<file path="config.mk">
export PLATFORM = sky130hd
export DESIGN_NAME = pipeexemd
export DESIGN_NICKNAME = d
export VERILOG_FILES = /design/src/rtl/pipeexemd.sv
export SDC_FILE = /design/constraint.sdc
export NUM_CORES = 2
export LEC_CHECK = 0
export CORE_ASPECT_RATIO = 1.25
export CORE_MARGIN = 1
export CORE_UTILIZATION = 50
export CTS_BUF_LIST = sky130_fd_sc_hd__clkbuf_4
export CTS_CLUSTER_DIAMETER = 30
export DETAILED_ROUTE_END_ITERATION = 10
export DONT_BUFFER_PORTS = 1
export PLACE_DENSITY = 0.69
export SYNTH_ARGS = -nofsm -noshare
export SYNTH_HDL_FRONTEND = slang
export SYNTH_SLANG_ARGS = --single-unit
</file>
<file path="constraint.sdc">
create_clock -name clock -period 6.5 [get_ports clock]
set_input_delay 0.975 -clock clock [delete_from_list [all_inputs] [get_ports clock]]
set_output_delay 0.975 -clock clock [all_outputs]
set_load 0.01 [all_outputs]
</file>
<file path="src/rtl/pipeexemd.sv">
// Pipelined MIPS execute stage: ALU, jump-and-link result and an iterative
// multiply/divide unit whose HI/LO registers are read back through mfhi/mflo.
module pipeexemd #(
   parameter int unsigned WIDTH = 32
) (
   input  logic             clock,
   input  logic             resetn,
   input  logic [3:0]       ealuc,
   input  logic             ealuimm,
   input  logic             eshift,
   input  logic             ejal,
   input  logic [2:0]       emdop,
   input  logic [WIDTH-1:0] ea,
   input  logic [WIDTH-1:0] eb,
   input  logic [WIDTH-1:0] eimm,
   input  logic [WIDTH-1:0] epc4,
   input  logic [4:0]       ern0,
   output logic [4:0]       ern,
   output logic [WIDTH-1:0] ealu,
   output logic             estall,
   output logic [WIDTH-1:0] hi,
   output logic [WIDTH-1:0] lo
);

   localparam int unsigned H  = WIDTH / 2;
   localparam int unsigned SW = $clog2(WIDTH);
   localparam int unsigned CW = $clog2(WIDTH + 1);

   localparam logic [2:0] MdMult  = 3'b001;
   localparam logic [2:0] MdMultu = 3'b010;
   localparam logic [2:0] MdDiv   = 3'b011;
   localparam logic [2:0] MdDivu  = 3'b100;
   localparam logic [2:0] MdMfhi  = 3'b101;
   localparam logic [2:0] MdMflo  = 3'b110;

   typedef enum logic [1:0] {StIdle, StBusy, StDone} state_e;

   state_e           state_q, state_d;
   logic [CW-1:0]    cnt_q, cnt_d;
   logic             div_q, div_d;
   logic             sa_q, sa_d, sb_q, sb_d;
   logic [WIDTH-1:0] ma_q, ma_d, mb_q, mb_d;
   logic [WIDTH-1:0] r_q, r_d, q_q, q_d;
   logic [WIDTH-1:0] hi_q, hi_d, lo_q, lo_d;

   logic [WIDTH-1:0] alu_a, alu_b, alu_r;
   logic [SW-1:0]    shamt;

   // ALU: op[1:0] picks the group, op[2] the variant, op[3] arithmetic right shift
   assign alu_a = eshift  ? eimm : ea;
   assign alu_b = ealuimm ? eimm : eb;
   assign shamt = alu_a[SW-1:0];

   always_comb begin
      alu_r = '0;
      unique case (ealuc[1:0])
         2'b00: alu_r = ealuc[2] ? alu_a - alu_b : alu_a + alu_b;
         2'b01: alu_r = ealuc[2] ? alu_a | alu_b : alu_a & alu_b;
         2'b10: alu_r = ealuc[2] ? {alu_b[H-1:0], {H{1'b0}}} : alu_a ^ alu_b;
         default: begin
            if (!ealuc[2])     alu_r = alu_b << shamt;
            else if (ealuc[3]) alu_r = WIDTH'($signed(alu_b) >>> shamt);
            else               alu_r = alu_b >> shamt;
         end
      endcase
   end

   assign ern = ern0 | {5{ejal}};

   always_comb begin
      if (ejal)                  ealu = epc4 + WIDTH'(4);
      else if (emdop == MdMfhi)  ealu = hi_q;
      else if (emdop == MdMflo)  ealu = lo_q;
      else                       ealu = alu_r;
   end

   assign hi = hi_q;
   assign lo = lo_q;

   // One iteration of shift-add multiply ({r,q} shifts right) or restoring divide
   logic [WIDTH:0]   mul_sum, div_sh;
   logic             div_ge;
   logic [WIDTH-1:0] div_diff, mr, mq, dr, dq;

   assign mul_sum  = {1'b0, r_q} + (q_q[0] ? {1'b0, ma_q} : '0);
   assign mr       = mul_sum[WIDTH:1];
   assign mq       = {mul_sum[0], q_q[WIDTH-1:1]};
   assign div_sh   = {r_q, q_q[WIDTH-1]};
   assign div_ge   = div_sh >= {1'b0, mb_q};
   assign div_diff = div_sh[WIDTH-1:0] - mb_q;
   assign dr       = div_ge ? div_diff : div_sh[WIDTH-1:0];
   assign dq       = {q_q[WIDTH-2:0], div_ge};

   logic             md_start, md_sgn;
   logic [2*WIDTH-1:0] prod;
   logic [WIDTH-1:0] qv, rv;

   assign md_start = emdop inside {MdMult, MdMultu, MdDiv, MdDivu};
   assign md_sgn   = (emdop == MdMult) || (emdop == MdDiv);

   always_comb begin
      state_d = state_q;
      cnt_d   = cnt_q;
      div_d   = div_q;
      sa_d    = sa_q;
      sb_d    = sb_q;
      ma_d    = ma_q;
      mb_d    = mb_q;
      r_d     = r_q;
      q_d     = q_q;
      hi_d    = hi_q;
      lo_d    = lo_q;
      estall  = 1'b0;
      prod    = '0;
      qv      = '0;
      rv      = '0;
      unique case (state_q)
         StIdle: begin
            if (md_start) begin
               estall  = 1'b1;
               state_d = StBusy;
               cnt_d   = CW'(WIDTH);
               div_d   = (emdop == MdDiv) || (emdop == MdDivu);
               sa_d    = md_sgn & ea[WIDTH-1];
               sb_d    = md_sgn & eb[WIDTH-1];
               ma_d    = sa_d ? -ea : ea;
               mb_d    = sb_d ? -eb : eb;
               r_d     = '0;
               q_d     = div_d ? ma_d : mb_d;
            end
         end
         StBusy: begin
            estall = 1'b1;
            cnt_d  = cnt_q - CW'(1);
            r_d    = div_q ? dr : mr;
            q_d    = div_q ? dq : mq;
            if (cnt_q == CW'(1)) begin
               state_d = StDone;
               if (!div_q) begin
                  prod = {mr, mq};
                  if (sa_q ^ sb_q) prod = -prod;
                  hi_d = prod[2*WIDTH-1:WIDTH];
                  lo_d = prod[WIDTH-1:0];
               end else if (mb_q == '0) begin
                  lo_d = '1;
                  hi_d = sa_q ? -ma_q : ma_q;
               end else begin
                  qv   = (sa_q ^ sb_q) ? -dq : dq;
                  rv   = sa_q ? -dr : dr;
                  lo_d = qv;
                  hi_d = rv;
               end
            end
         end
         StDone:  state_d = StIdle;
         default: state_d = StIdle;
      endcase
   end

   always_ff @(posedge clock or negedge resetn) begin
      if (!resetn) begin
         state_q <= StIdle;
         cnt_q   <= '0;
         div_q   <= 1'b0;
         sa_q    <= 1'b0;
         sb_q    <= 1'b0;
         ma_q    <= '0;
         mb_q    <= '0;
         r_q     <= '0;
         q_q     <= '0;
         hi_q    <= '0;
         lo_q    <= '0;
      end else begin
         state_q <= state_d;
         cnt_q   <= cnt_d;
         div_q   <= div_d;
         sa_q    <= sa_d;
         sb_q    <= sb_d;
         ma_q    <= ma_d;
         mb_q    <= mb_d;
         r_q     <= r_d;
         q_q     <= q_d;
         hi_q    <= hi_d;
         lo_q    <= lo_d;
      end
   end

endmodule

</file>
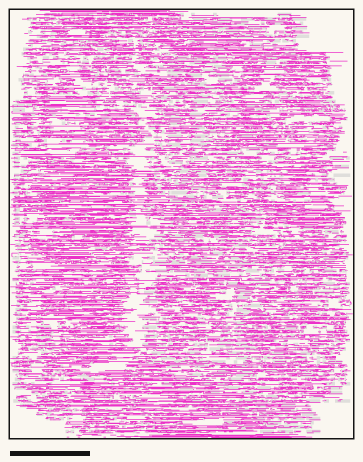
**Above:** met1 routing.
Scale bar: 50 um. Cells faint in the background.
share of all routed wire	35%
nets with wire on the layer	3926
longest straight run	86.5 um
grt met1 use: 48.9%
DRT Wirelength: 136 mm

==> impl_metrics.csv <==
group,metric,value,unit
outcome,outcome,"finished clean",
layout,fillers,5744,
placed_design,gp_congestion,1.06,
clocking,cts_buffer_depth,3,
final_timing,max_slew_margin,12.3,%
layout,fin_cells,4668,
route,ant_nets,0,
power_and_ir_drop,power.leakage,12.7,nW
clocking,clkSinkCount,203,
route,remaining_drc_errors,0,
logic_synthesis,syn-instance-count,3980,
flow_run,maxCapViolCount,0,
clocking,postCtsSetupBuffers,0,
floorplanning,die_w,215,um
grt,antenna_found_initial,6,
logic_synthesis,yosysWarnings,0,
grt,grt-ovfl-total,0,
final_timing,finalHoldWorstSlack,185,ps
route,routed_via_density,6.73,
logic_synthesis,ys_ff,203,
setup_path,critPathRequiredTime,5520,ps
logic_synthesis,topCellsByArea,"dfrtp_1 18%, ha_1 7.6%, nand2_1 7.0%",
route,wire_per_inst,29.2,um
layout,fin_util,53.8,%
layout,lay_top_count,"nand2_1",
floorplanning,ios,247,
final_timing,timing.final.ws_setup,208,ps
setup_path,crit_type,"in -> out",
logic_synthesis,postSynthAreaPerCell,7.12,um^2
floorplanning,die_h,268,um
grt,track_usage,45.8,%
placed_design,post_dp_cell_area,0.0292,mm^2
logic_synthesis,synth_area,0.0283,mm^2
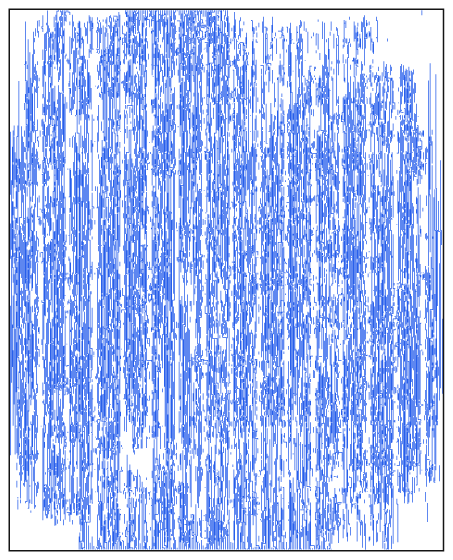
**Above:** the metal 2 layer.
main direction	vertical
longest straight run	92.1 um
routed vias: 31400
GRT met2 Usage: 73.9%

[synthesized netlist by cell type, types with 7 or more instances]
cell type and n:
xor2_1 124, a21boi_0 10, a31oi_1 33, o41ai_1 11, mux2i_1 197, buf_1 44, o21ai_0 378, ha_1 171
o211ai_1 72, a22oi_1 18, o31ai_1 40, a221o_1 11, nand2_1 529, or3_1 18, inv_1 146, a21o_1 48
and3_1 34, mux2_2 21, clkbuf_1 230, xnor2_1 214, o21bai_1 9, or4_1 15, o31a_1 13, nor4_1 37
nor2_1 326, a211oi_1 82, and2_1 49, a21oi_1 355, nand2b_1 26, nor3b_1 9, dfrtp_1 203, a22o_1 21
o221ai_1 11, or2_2 16, o2111ai_1 8, a221oi_1 12, o21a_1 35, nor2b_1 31, nor3_1 78, o22ai_1 56
a2111oi_0 7, nand3_1 76, nand4_1 16, nand3b_1 7, a311oi_1 11
[critical path, cell delays in order]
cell and delay, ps:
mux2i_1 300, inv_1 150, nor2_2 200, nand3_1 110
nor2_2 150, nor2_1 70, xnor2_1 130, ha_1 360
o21a_1 140, o211ai_1 170, a31oi_1 80, a211oi_2 340
and3b_1 240, o21a_1 180, o21ai_0 170, nand2b_1 110
xnor2_1 720, o21ai_0 340, o211ai_1 190, a22oi_1 190
[cell families (layout without fill, tap and decap cells)]
kind of cell / Yosys count / count (layout) / synth area share [%]
AND-OR/OR-AND: 1312 / 1312 / 28.9
adder cells (fa/ha/maj): 174 / 174 / 7.77
flip-flops: 203 / 203 / 17.9
multiplexers: 223 / 223 / 8.20
XOR/XNOR: 338 / 338 / 10.5
other: 0 / 4 / 0
buffers and inverters: 433 / 375 / 5.85
AND/OR/NAND/NOR: 1297 / 1297 / 20.9
[timing repair]
| action | CTS | global route |
|---|---|---|
| resized | 0 | 11 |
| endpoints found under the hold margin | 203 | 0 |
| hold buffers | 1 | 0 |
| endpoints found under the setup margin | 0 | 11 |
[path summary, 6_finish.rpt]
path | startpoint | endpoint | slack, ps | depth (start not counted)
worst max-delay path | ealuimm | ealu[14] | 210 | 20
worst min-delay path | resetn | r_q[23] | 180 | 1
worst max register to register | q_q[31] | hi[30] | 460 | 20
worst min register to register | cnt_q[5] | cnt_q[5] | 470 | 1
max in group asynchronous | resetn | sa_q | 5210 | 1
min in group clock | ea[0] | ma_q[0] | 410 | 2
[area by class of cell]
type | instances | area, um^2 | share of cell area (%)
Inverter | 151 | 567 | 1.88
Clock inverter | 28 | 274 | 0.911
Timing Repair Buffer | 129 | 1000 | 3.33
Clock buffer | 67 | 503 | 1.67
Multi-Input combinational cell | 3344 | 21700 | 72.2
Tap cell | 742 | 928 | 3.09
Antenna cell | 4 | 10.0 | 0.0333
Sequential cell | 203 | 5080 | 16.9
[metal layers]
metal / vias up / wire length, um
met5: - / 33
met1: 14800 / 47100
met4: 4 / 17200
met2: 1809 / 61500
li1: 14200 / -
met3: 641 / 10600
[where the power goes]
part | switching [mW] | total [mW] | leakage (nW) | internal (mW)
clock network | 0.616 | 1.34 | 0.440 | 0.728
registers | 1.51 | 3.39 | 2.43 | 1.88
logic | 7.75 | 12.2 | 9.86 | 4.43
total | 9.87 | 16.9 | 12.7 | 7.04
Power figures rest on the tool's default switching activity, not on a simulated workload.
